Cell classes on the final placement:
Bar = 20 um.
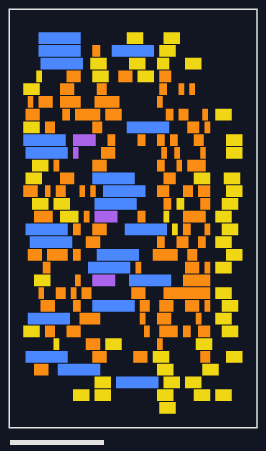
Placement view:
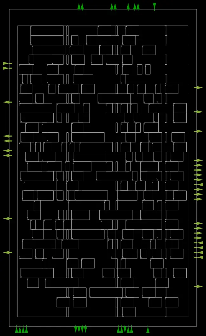
Clock wires, drivers and flops:
Bar = 20 um.
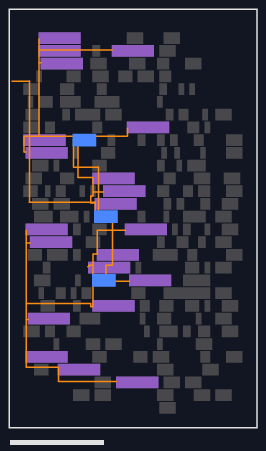
Selected gate families:
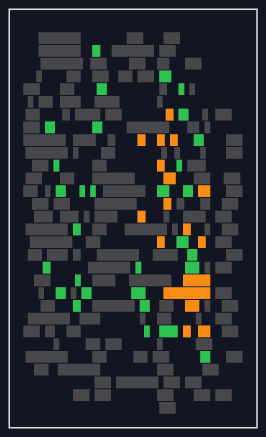
### config.mk
export PLATFORM = sky130hd
export DESIGN_NAME = multicycle_control_fsm
export DESIGN_NICKNAME = d
export VERILOG_FILES = /design/src/rtl/multicycle_control_fsm.sv
export SDC_FILE = /design/constraint.sdc
export NUM_CORES = 1
export LEC_CHECK = 0
export ABC_CLOCK_PERIOD_IN_PS = 2630
export CAP_MARGIN = 30
export CELL_PAD_IN_SITES_DETAIL_PLACEMENT = 1
export CELL_PAD_IN_SITES_GLOBAL_PLACEMENT = 1
export CORE_ASPECT_RATIO = 1.75
export CORE_MARGIN = 2
export CORE_UTILIZATION = 31
export DETAILED_ROUTE_END_ITERATION = 16
export GPL_TIMING_DRIVEN = 0
export PLACE_DENSITY_LB_ADDON = 0.1
export RECOVER_POWER = 25
export SLEW_MARGIN = 20
export SYNTH_ARGS = -nofsm -noshare
export SYNTH_HDL_FRONTEND = slang
export SYNTH_SLANG_ARGS = --single-unit
### constraint.sdc
create_clock -name clk -period 2.63 [get_ports clk]
set_input_delay 0.263 -clock clk [delete_from_list [all_inputs] [get_ports clk]]
set_output_delay 0.263 -clock clk [all_outputs]
set_load 0.01 [all_outputs]
### src/rtl/multicycle_control_fsm.sv
// multicycle_control_fsm: multicycle CPU sequencer; owns state, memory handshake, condition skip, retire count
// clk/rst_n: clock and async active-low reset
// op, funct, rd, cond_ex, no_write: instruction fields and decoder/condition flags
// mem_ready: memory completes the current request this cycle
// mem_req..alu_op: datapath control strobes; illegal: sticky op=11 flag
// retired: wrapping retired-instruction count; state_o: current state code
module multicycle_control_fsm #(
  parameter int CNT_W = 16
) (
  input  logic             clk,
  input  logic             rst_n,
  input  logic [1:0]       op,
  input  logic [5:0]       funct,
  input  logic [3:0]       rd,
  input  logic             cond_ex,
  input  logic             no_write,
  input  logic             mem_ready,
  output logic             mem_req,
  output logic             adr_src,
  output logic             ir_write,
  output logic             next_pc,
  output logic             branch,
  output logic             pc_wb,
  output logic             reg_w,
  output logic             mem_w,
  output logic             alu_src_a,
  output logic [1:0]       alu_src_b,
  output logic [1:0]       result_src,
  output logic             alu_op,
  output logic             illegal,
  output logic [CNT_W-1:0] retired,
  output logic [3:0]       state_o
);
  typedef enum logic [3:0] {
    IDLE = 4'd0, FETCH = 4'd1, DECODE = 4'd2, MEMADR = 4'd3, MEMRD = 4'd4, MEMWB = 4'd5,
    MEMWR = 4'd6, EXER = 4'd7, EXEI = 4'd8, ALUWB = 4'd9, BRANCH = 4'd10
  } state_t;
  state_t state, state_nx;
  logic retire;
  logic unused_funct;
  assign unused_funct = ^funct[4:1];
  assign state_o = state;
  always_ff @(posedge clk or negedge rst_n) begin
    if (!rst_n) begin
      state   <= IDLE;
      illegal <= 1'b0;
      retired <= '0;
    end else begin
      state <= state_nx;
      if (state == DECODE && op == 2'b11) illegal <= 1'b1;
      if (retire) retired <= retired + CNT_W'(1);
    end
  end
  always_comb begin
    state_nx   = IDLE;
    retire     = 1'b0;
    mem_req    = 1'b0;
    adr_src    = 1'b0;
    ir_write   = 1'b0;
    next_pc    = 1'b0;
    branch     = 1'b0;
    pc_wb      = 1'b0;
    reg_w      = 1'b0;
    mem_w      = 1'b0;
    alu_src_a  = 1'b0;
    alu_src_b  = 2'b00;
    result_src = 2'b00;
    alu_op     = 1'b0;
    case (state)
      IDLE: state_nx = FETCH;
      FETCH: begin
        mem_req    = 1'b1;
        alu_src_b  = 2'b10;
        result_src = 2'b10;
        ir_write   = mem_ready;
        next_pc    = mem_ready;
        state_nx   = mem_ready ? DECODE : FETCH;
      end
      DECODE: begin
        alu_src_b  = 2'b10;
        result_src = 2'b10;
        // illegal opcode outranks the condition check and does not retire
        if (op == 2'b11) state_nx = FETCH;
        else if (!cond_ex) begin
          state_nx = FETCH;
          retire   = 1'b1;
        end
        else if (op == 2'b01) state_nx = MEMADR;
        else if (op == 2'b10) state_nx = BRANCH;
        else state_nx = funct[5] ? EXEI : EXER;
      end
      MEMADR: begin
        alu_src_a = 1'b1;
        alu_src_b = 2'b01;
        state_nx  = funct[0] ? MEMRD : MEMWR;
      end
      MEMRD: begin
        mem_req  = 1'b1;
        adr_src  = 1'b1;
        state_nx = mem_ready ? MEMWB : MEMRD;
      end
      MEMWB: begin
        reg_w      = 1'b1;
        result_src = 2'b01;
        pc_wb      = rd == 4'hf;
        state_nx   = FETCH;
        retire     = 1'b1;
      end
      MEMWR: begin
        mem_req  = 1'b1;
        mem_w    = 1'b1;
        adr_src  = 1'b1;
        state_nx = mem_ready ? FETCH : MEMWR;
        retire   = mem_ready;
      end
      EXER, EXEI: begin
        alu_src_a = 1'b1;
        alu_src_b = state == EXEI ? 2'b01 : 2'b00;
        alu_op    = 1'b1;
        state_nx  = no_write ? FETCH : ALUWB;
        retire    = no_write;
      end
      ALUWB: begin
        reg_w    = 1'b1;
        pc_wb    = rd == 4'hf;
        state_nx = FETCH;
        retire   = 1'b1;
      end
      BRANCH: begin
        alu_src_b  = 2'b01;
        result_src = 2'b10;
        branch     = 1'b1;
        state_nx   = FETCH;
        retire     = 1'b1;
      end
      default: state_nx = IDLE;
    endcase
  end
endmodule
==> flow_summary.ini <==
; yosys + openroad results
[run_status]
status = finished clean

[global_routing]
met1_usage = 0.157

[synthesis]
ys_sh_aoi = 0.114
synthArstFlopShare = 1.00
common_cells = dfrtp_1, nor2_1, xor2_1
syn_nets = 147
flop_cell = dfrtp_1
ys_cells = 129
synth-edff-count = 0
yosys_warnings = 0
top_cell = dfrtp_1
ys_types = 40

[sta]
slew_violations = 0
setup_viol = 0
worst_slew_pin_slew_ps = 858

[worst_setup_path]
cp-end-kind = output port
crit_buf_inv = 2
critPathKind = flop to output port
required_ps = 2370
cp.depth = 4
timing.rr.end = retired[1]$_DFFE_PN0P_
crit_family = buffers and inverters

[clock_network]
cts_sinks = 21
post_cts_buffers = 0
clk-insertion-delay-late_ps = 260
cts_hold_buf = 0
ctsResizeCount = 0

[finish]
synthToLayoutAreaGrowth_pct = 45.3
fin_nets = 200
largest_reg_flops = 16
seq_area_um2 = 526
n_all_inverters = 1
logic_area_um2 = 714

[route]
drt_pass1_iterations = 2
vias = 1178

[power]
p_total_w = 0.00179
clock_power_share = 0.116

[floorplan]
die_y_um = 89.0

[placement]
detailed_place_hpwl_um = 2890

[min_path]
worst_hold_path_type = primary input to async pin
## Picture notes: 'cell classes on the final placement'
- other buffers and delay cells: yellow (cells 54)
- flip-flops: blue (cells 21)
- clock drivers and dummy loads: purple (cells 4)
- all other logic: orange (cells 102)
Finished Core Util: 0.476
Final Instance Area: 0.00186 mm2
CORE AREA: 0.00390 mm2
Seq area share: 0.283

## Picture notes: 'placement view'
tapcell count: 48
FP Rows: 30
fill cell count: 460
post-route insts no fill: 229

## Picture notes: 'clock wires, drivers and flops'
- flip-flops: purple (count 21)
- clock wires: orange (length 275 um)
- cells driving clock nets: blue (count 3)
- routed clock nets: 4

## Picture notes: 'selected gate families'
- NAND gates: green (cells 30; most used nand2_1)
- inverting AOI/OAI gates: orange (cells 17; most used a21oi_1)
most numerous logic cell after layout: clkdlybuf4s50_1
logic share of the area: 0.385

